[src/rtl/count_sequencer.sv]
// count_sequencer
//   Controller for one 74163-style 4-bit counter. Debounced button levels are
//   turned into one-cycle synchronous control pulses, and an internal prescaler
//   paces the count steps (one step every TICK_DIV clocks while running).
//
// Ports
//   CLK50M   in   system clock (only clock of the block)
//   RSTb     in   asynchronous active-low reset
//   START    in   rising edge starts/resumes counting
//   STOP     in   rising edge pauses counting
//   CLR_REQ  in   rising edge clears the counter
//   LD_REQ   in   rising edge loads LD_VAL into the counter
//   LD_VAL   in   [3:0] load value, captured when the load is accepted
//   ONESHOT  in   1 = stop at terminal count instead of wrapping
//   RCO      in   ripple carry from the counter
//   ENP      out  count enable, one-cycle pulse per step
//   ENT      out  carry enable, low only in DONE
//   LDb      out  synchronous load, active-low pulse
//   CLRb     out  synchronous clear, active-low pulse
//   D        out  [3:0] counter load data
//   TICK     out  prescaler terminal pulse, only in RUN
//   STATE    out  [2:0] current state, for debug LEDs
//   DONE     out  high while in DONE
module count_sequencer #(
    parameter int unsigned TICK_DIV = 25_000_000,
    parameter int unsigned PRE_W    = 25
) (
    input  logic       CLK50M,
    input  logic       RSTb,
    input  logic       START,
    input  logic       STOP,
    input  logic       CLR_REQ,
    input  logic       LD_REQ,
    input  logic [3:0] LD_VAL,
    input  logic       ONESHOT,
    input  logic       RCO,
    output logic       ENP,
    output logic       ENT,
    output logic       LDb,
    output logic       CLRb,
    output logic [3:0] D,
    output logic       TICK,
    output logic [2:0] STATE,
    output logic       DONE
);

    localparam logic [2:0] ST_IDLE  = 3'd0;
    localparam logic [2:0] ST_RUN   = 3'd1;
    localparam logic [2:0] ST_PAUSE = 3'd2;
    localparam logic [2:0] ST_CLEAR = 3'd3;
    localparam logic [2:0] ST_LOAD  = 3'd4;
    localparam logic [2:0] ST_DONE  = 3'd5;

    localparam logic [PRE_W-1:0] PRE_LAST = PRE_W'(TICK_DIV - 1);

    // Button bit order: [0]=START [1]=STOP [2]=CLR_REQ [3]=LD_REQ
    logic [3:0]       btn_cur_q, btn_prev_q;
    logic [3:0]       edges;
    logic [2:0]       state_q, state_d;
    logic [PRE_W-1:0] pre_q, pre_d;
    logic             ret_run_q, ret_run_d;
    logic [3:0]       d_q, d_d;
    logic             tick, enp, from_run;

    // Both stages reset high so a button already held at reset makes no edge.
    assign edges = btn_cur_q & ~btn_prev_q;

    always_comb begin
        state_d   = state_q;
        pre_d     = pre_q;
        ret_run_d = ret_run_q;
        d_d       = d_q;
        tick      = 1'b0;
        enp       = 1'b0;
        // A command issued from CLEAR/LOAD keeps the original return target.
        from_run  = (state_q == ST_RUN) ||
                    (((state_q == ST_CLEAR) || (state_q == ST_LOAD)) && ret_run_q);

        case (state_q)
            ST_IDLE, ST_PAUSE: begin
                if (edges[0]) begin
                    state_d = ST_RUN;
                end
            end
            ST_RUN: begin
                tick  = (pre_q == PRE_LAST);
                pre_d = tick ? '0 : pre_q + PRE_W'(1);
                if (edges[1]) begin
                    state_d = ST_PAUSE;
                end else if (tick && ONESHOT && RCO) begin
                    state_d = ST_DONE;
                end
                // Any accepted command in this cycle swallows the step.
                enp = tick && (edges[3:1] == 3'b000) && !(ONESHOT && RCO);
            end
            ST_CLEAR: begin
                pre_d   = '0;
                state_d = ret_run_q ? ST_RUN : ST_IDLE;
            end
            ST_LOAD: begin
                state_d = ret_run_q ? ST_RUN : ST_IDLE;
            end
            ST_DONE: begin
                state_d = ST_DONE;
            end
            default: begin
                state_d = ST_IDLE;
            end
        endcase

        // Clear and load are accepted everywhere and outrank STOP/START.
        if (edges[2]) begin
            state_d   = ST_CLEAR;
            ret_run_d = from_run;
        end else if (edges[3]) begin
            state_d   = ST_LOAD;
            ret_run_d = from_run;
            d_d       = LD_VAL;
        end
    end

    always_ff @(posedge CLK50M or negedge RSTb) begin
        if (!RSTb) begin
            btn_cur_q  <= 4'hF;
            btn_prev_q <= 4'hF;
            state_q    <= ST_IDLE;
            pre_q      <= '0;
            ret_run_q  <= 1'b0;
            d_q        <= 4'h0;
        end else begin
            btn_cur_q  <= {LD_REQ, CLR_REQ, STOP, START};
            btn_prev_q <= btn_cur_q;
            state_q    <= state_d;
            pre_q      <= pre_d;
            ret_run_q  <= ret_run_d;
            d_q        <= d_d;
        end
    end

    assign ENP   = enp;
    assign TICK  = tick;
    assign ENT   = (state_q != ST_DONE);
    assign LDb   = (state_q != ST_LOAD);
    assign CLRb  = (state_q != ST_CLEAR);
    assign D     = d_q;
    assign STATE = state_q;
    assign DONE  = (state_q == ST_DONE);

endmodule

[config.mk]
export PLATFORM = sky130hd
export DESIGN_NAME = count_sequencer
export DESIGN_NICKNAME = d
export VERILOG_FILES = /design/src/rtl/count_sequencer.sv
export SDC_FILE = /design/constraint.sdc
export NUM_CORES = 1
export LEC_CHECK = 0
export CAP_MARGIN = 30
export CORE_UTILIZATION = 35
export DETAILED_ROUTE_END_ITERATION = 12
export GPL_ROUTABILITY_DRIVEN = 0
export SLEW_MARGIN = 20
export SYNTH_ARGS = -nofsm -noshare
export SYNTH_HDL_FRONTEND = slang
export SYNTH_SLANG_ARGS = --single-unit
[constraint.sdc]
create_clock -name CLK50M -period 4.7 [get_ports CLK50M]
set_clock_uncertainty 0.05 [all_clocks]
set_input_delay 0.94 -clock CLK50M [delete_from_list [all_inputs] [get_ports CLK50M]]
set_output_delay 0.94 -clock CLK50M [all_outputs]
set_load 0.05 [all_outputs]
m2.png
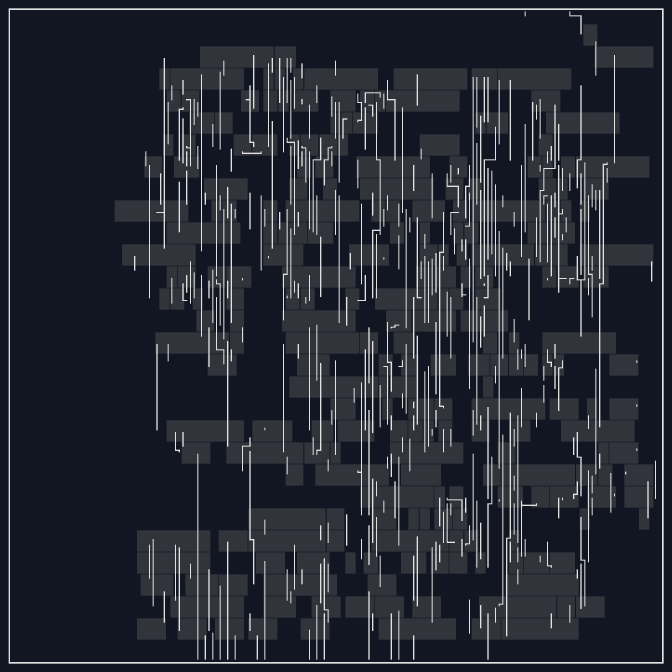
The longest straight run is 32.6 µm. The layer holds 45% of the routed length. The wires run mostly vertical. The layer carries 2,100 µm of wire.
met2 usage: 24.5%
final WL: 4.65 mm

==> changes_impl.md <==
## Implementation

* H-tree Lvls at 2
* Leak Pwr at between 0.9 and 1 nW
* Row cnt at 28
* Post-Syn Instances at around 220
* Area fraction in mux cells at 4.45%
* Initial antenna violation count at 0
* Synth top cell by count: dfrtp_1
* CTS resizes at 0
* Clock buffer depth at 2
* Yosys reg bits at 41
* Post-Place Cells at 312
* Setup violators final at 0
* Yosys aoi share at 17.6%
* CP max stage delay at 0.80 ns
* Flip-flops with a built-in enable at 0
* Nets at Floorplan at 235
* Clock transition at path regs at 0.07 ns
* Worst hold path type: register to register
* Max Slew Vio Count at 0
* Slew HR at 47.9%
* I/O pin count at 25
* Synth cell types at 46
* Synthesized area at between 2000 and 2500 µm²
* Initial DRC count at 98
* Min Tclk post-route at between 3 and 4 ns
* CP startpoint kind: register
* Post-CTS setup buffer count at 0
* Reg2Reg Setup Slack at 2.38 ns
* Hold Buf Count CTS at 0
* Top cells by area: dfrtp_1 38%, dfstp_2 9.7%, nand2_1 4.9%, nand3_1 3.7%, a21oi_1 3.0%
* Wirelength per Cell at 14.5 µm
* Adder share at 0.578%
* Tcrit/Tclk final at 79.4%
* Dpl cell area at 2450 µm²
* Synth async-reset ratio at 100%
* Overflow after GRT at 0
* Area grow syn2layout at 17.9%
* Max Freq at 268 MHz
* Via density at 5.52
* Run status: finished, final reports clean
* Final Core Density at 42.8%
* Chip height at around 81 µm
* Dpl hpwl at 3.23 mm
* Pin count of the biggest net entering global routing at 42
* TritonCTS Buffers at 5
* Cell taking the most area after synthesis: dfrtp_1
* Commonest flop: dfrtp_1
* Worst-Margin Slew at 0.782 ns
* Final net count at 258
* Die Area at 6500 µm²
* Sequential share of the synthesized area at 47.9%
* Yosys stat cell total at 222
* Share of cells above drive strength 1 at between 10% and 20%
* OpenROAD warning count at 26
* Kind of critical path: register to primary output
* Arr. time, crit path at 2.74 ns
* CP endpoint kind: primary output
* Power density cells at 408 nW/µm²
* GRT Resource Usage Total at 15.8%
* Crit path cell chain: ha_1, nand4_1, nor4_4, nand2_1, nor2_1, clkdlybuf4s50_1
* Slowest-stage cell, CP: clkdlybuf4s50_1
* CTS tree: done
* Core Box Area at about 6000 µm²
* Setup TNS Final at 0 ns
* Largest fanout on the critical path at 6
* Vias in the first global route at roughly 1,600
* Simple-Gate Fraction of Synth Area at 25.5%
* XOR Share, Synth at 0%
* Required time worst endpoint at around 3.7 ns
* Fp_density at roughly 36%
* Synth warn at 0
* Latency at later pin at around 0.29 ns
* Final Hold Vio Count at 0
* Clock sink count at 41
* Mean Syn Cell Area at 9.74 µm²
* Yosys chip area at 2160 µm²
* Non-Filler Instances at 320
* Die W at 80.6 µm
* DRT Pass-1 Iters at 4
* Port bufs at 24
* Vias post-DR at approximately 1,800
* Worst IR drop on VDD at 217 µV
* Top post-synthesis cells by count: 33 x dfrtp_1, 28 x nand2_1, 16 x nand3_1
* Dominant combinational family: simple AND/OR/NAND/NOR gates
* RSZ-0062 raised after global routing: false
* Detailed-route DRC error count at 0
* First-pass GRT wire length at 7.87 mm
* Dominant cell area share at about two fifths
* Root Driver: clkbuf_8
* Antenna Nets Post-Route at 0
* N_diodes at 0
* Reported max-cap violation count at 0
* Fin area at 2550 µm²
clock_wires.png
Bar = 20 µm.
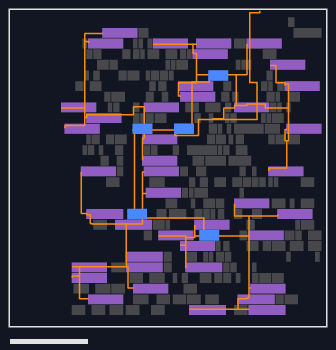
Key: blue = clock-net drivers [count 5]; orange = clock wires [length 519 µm]; purple = flip-flops [count 41]
There are 6 routed clock nets.

[critical path, delay by kind of cell, from the launching register on]
| family | cells | cell delay [ns] |
|---|---|---|
| adders and majority gates | 1 | 0.22 |
| buffers and inverters | 1 | 0.80 |
| DFF | 1 | 0.39 |
| and+or+nand+nor | 4 | 1.04 |
[report_power, final]
group | switching, W | internal [W] | total, W
Combinational | 0.000245 | 0.000137 | 0.000383
Clock | 0.000114 | 0.000101 | 0.000215
Sequential | 0.0000483 | 0.000394 | 0.000443
Total | 0.000407 | 0.000633 | 0.00104
[registers in the layout (all words and copies together) (netlist names)]
register	cells
D	4
STATE	3
btn_cur_q	4
btn_prev_q	4
pre_q	25
ret_run_q	1
[path summary, 6_finish.rpt]
check | from | end | cells after the start
worst min register to register | btn_cur_q[0] | btn_prev_q[0] | 0
max in group asynchronous | RSTb | btn_prev_q[3] | 2
worst max-delay path | pre_q[0] | TICK | 6
worst min-delay path | btn_cur_q[0] | btn_prev_q[0] | 0
min in group asynchronous | RSTb | pre_q[10] | 1
worst max register to register | pre_q[0] | pre_q[4] | 7
[layout by cell type (no fill, tap or decap), drive strengths merged, types with 2 or more instances in the layout]
master         instances
nor4b                  2
a41oi                  4
o21ai                 10
a21o                   2
o211ai                 2
nor4                   4
nor2b                  6
nand2                 28
a22o                   6
nand2b                 7
nor2                  14
nand3                 16
and4                   3
mux2                   5
clkdlybuf4s50         23
nand4                  5
and3                   4
o311ai                 2
a31oi                 10
buf                    5
inv                    4
dfrtp                 33
dfstp                  8
mux2i                  4
a21oi                 14
nor3                   2
clkbuf                 6
[area by class of cell]
type                    instances  area (µm²)
fillers                       589        3410
multi-input cells             165        1050
flip-flops and latches         41        1040
repair buffers                 28         278
well taps                      75        93.8
clock buffers                   6        72.6
inverters                       4        15.0
clock inverters                 1        5.00
[through the flow]
step                      hold WS, ns  setup WS, ns  total power [W]
after floorplan                 0.301          1.67         0.000720
after global placement          0.303          1.34         0.000828
after detailed placement        0.306          1.25         0.000836
after CTS                       0.317         0.932          0.00105
after global routing            0.323         0.810          0.00111
final                           0.314         0.970          0.00104
[logic make-up (layout without fill, tap and decap cells)]
kind of cell               count (synthesis)  count (layout)
muxes                                      9               9
and+or+nand+nor                           98              98
AOI/OAI and AO/OA                         57              57
adders and majority gates                  1               1
DFF                                       41              41
buffers and inverters                     16              39
[routing by layer]
layer / up-vias / wire, µm / track usage, %
li1: 875 / - / -
met1: 855 / 2320 / 22.0
met2: 30 / 2100 / 24.5
met3: 6 / 163 / 3.07
met4: 0 / 62 / 4.82
met5: - / 0 / 0
No activity file was given, so power comes from the tool's default toggle rates.
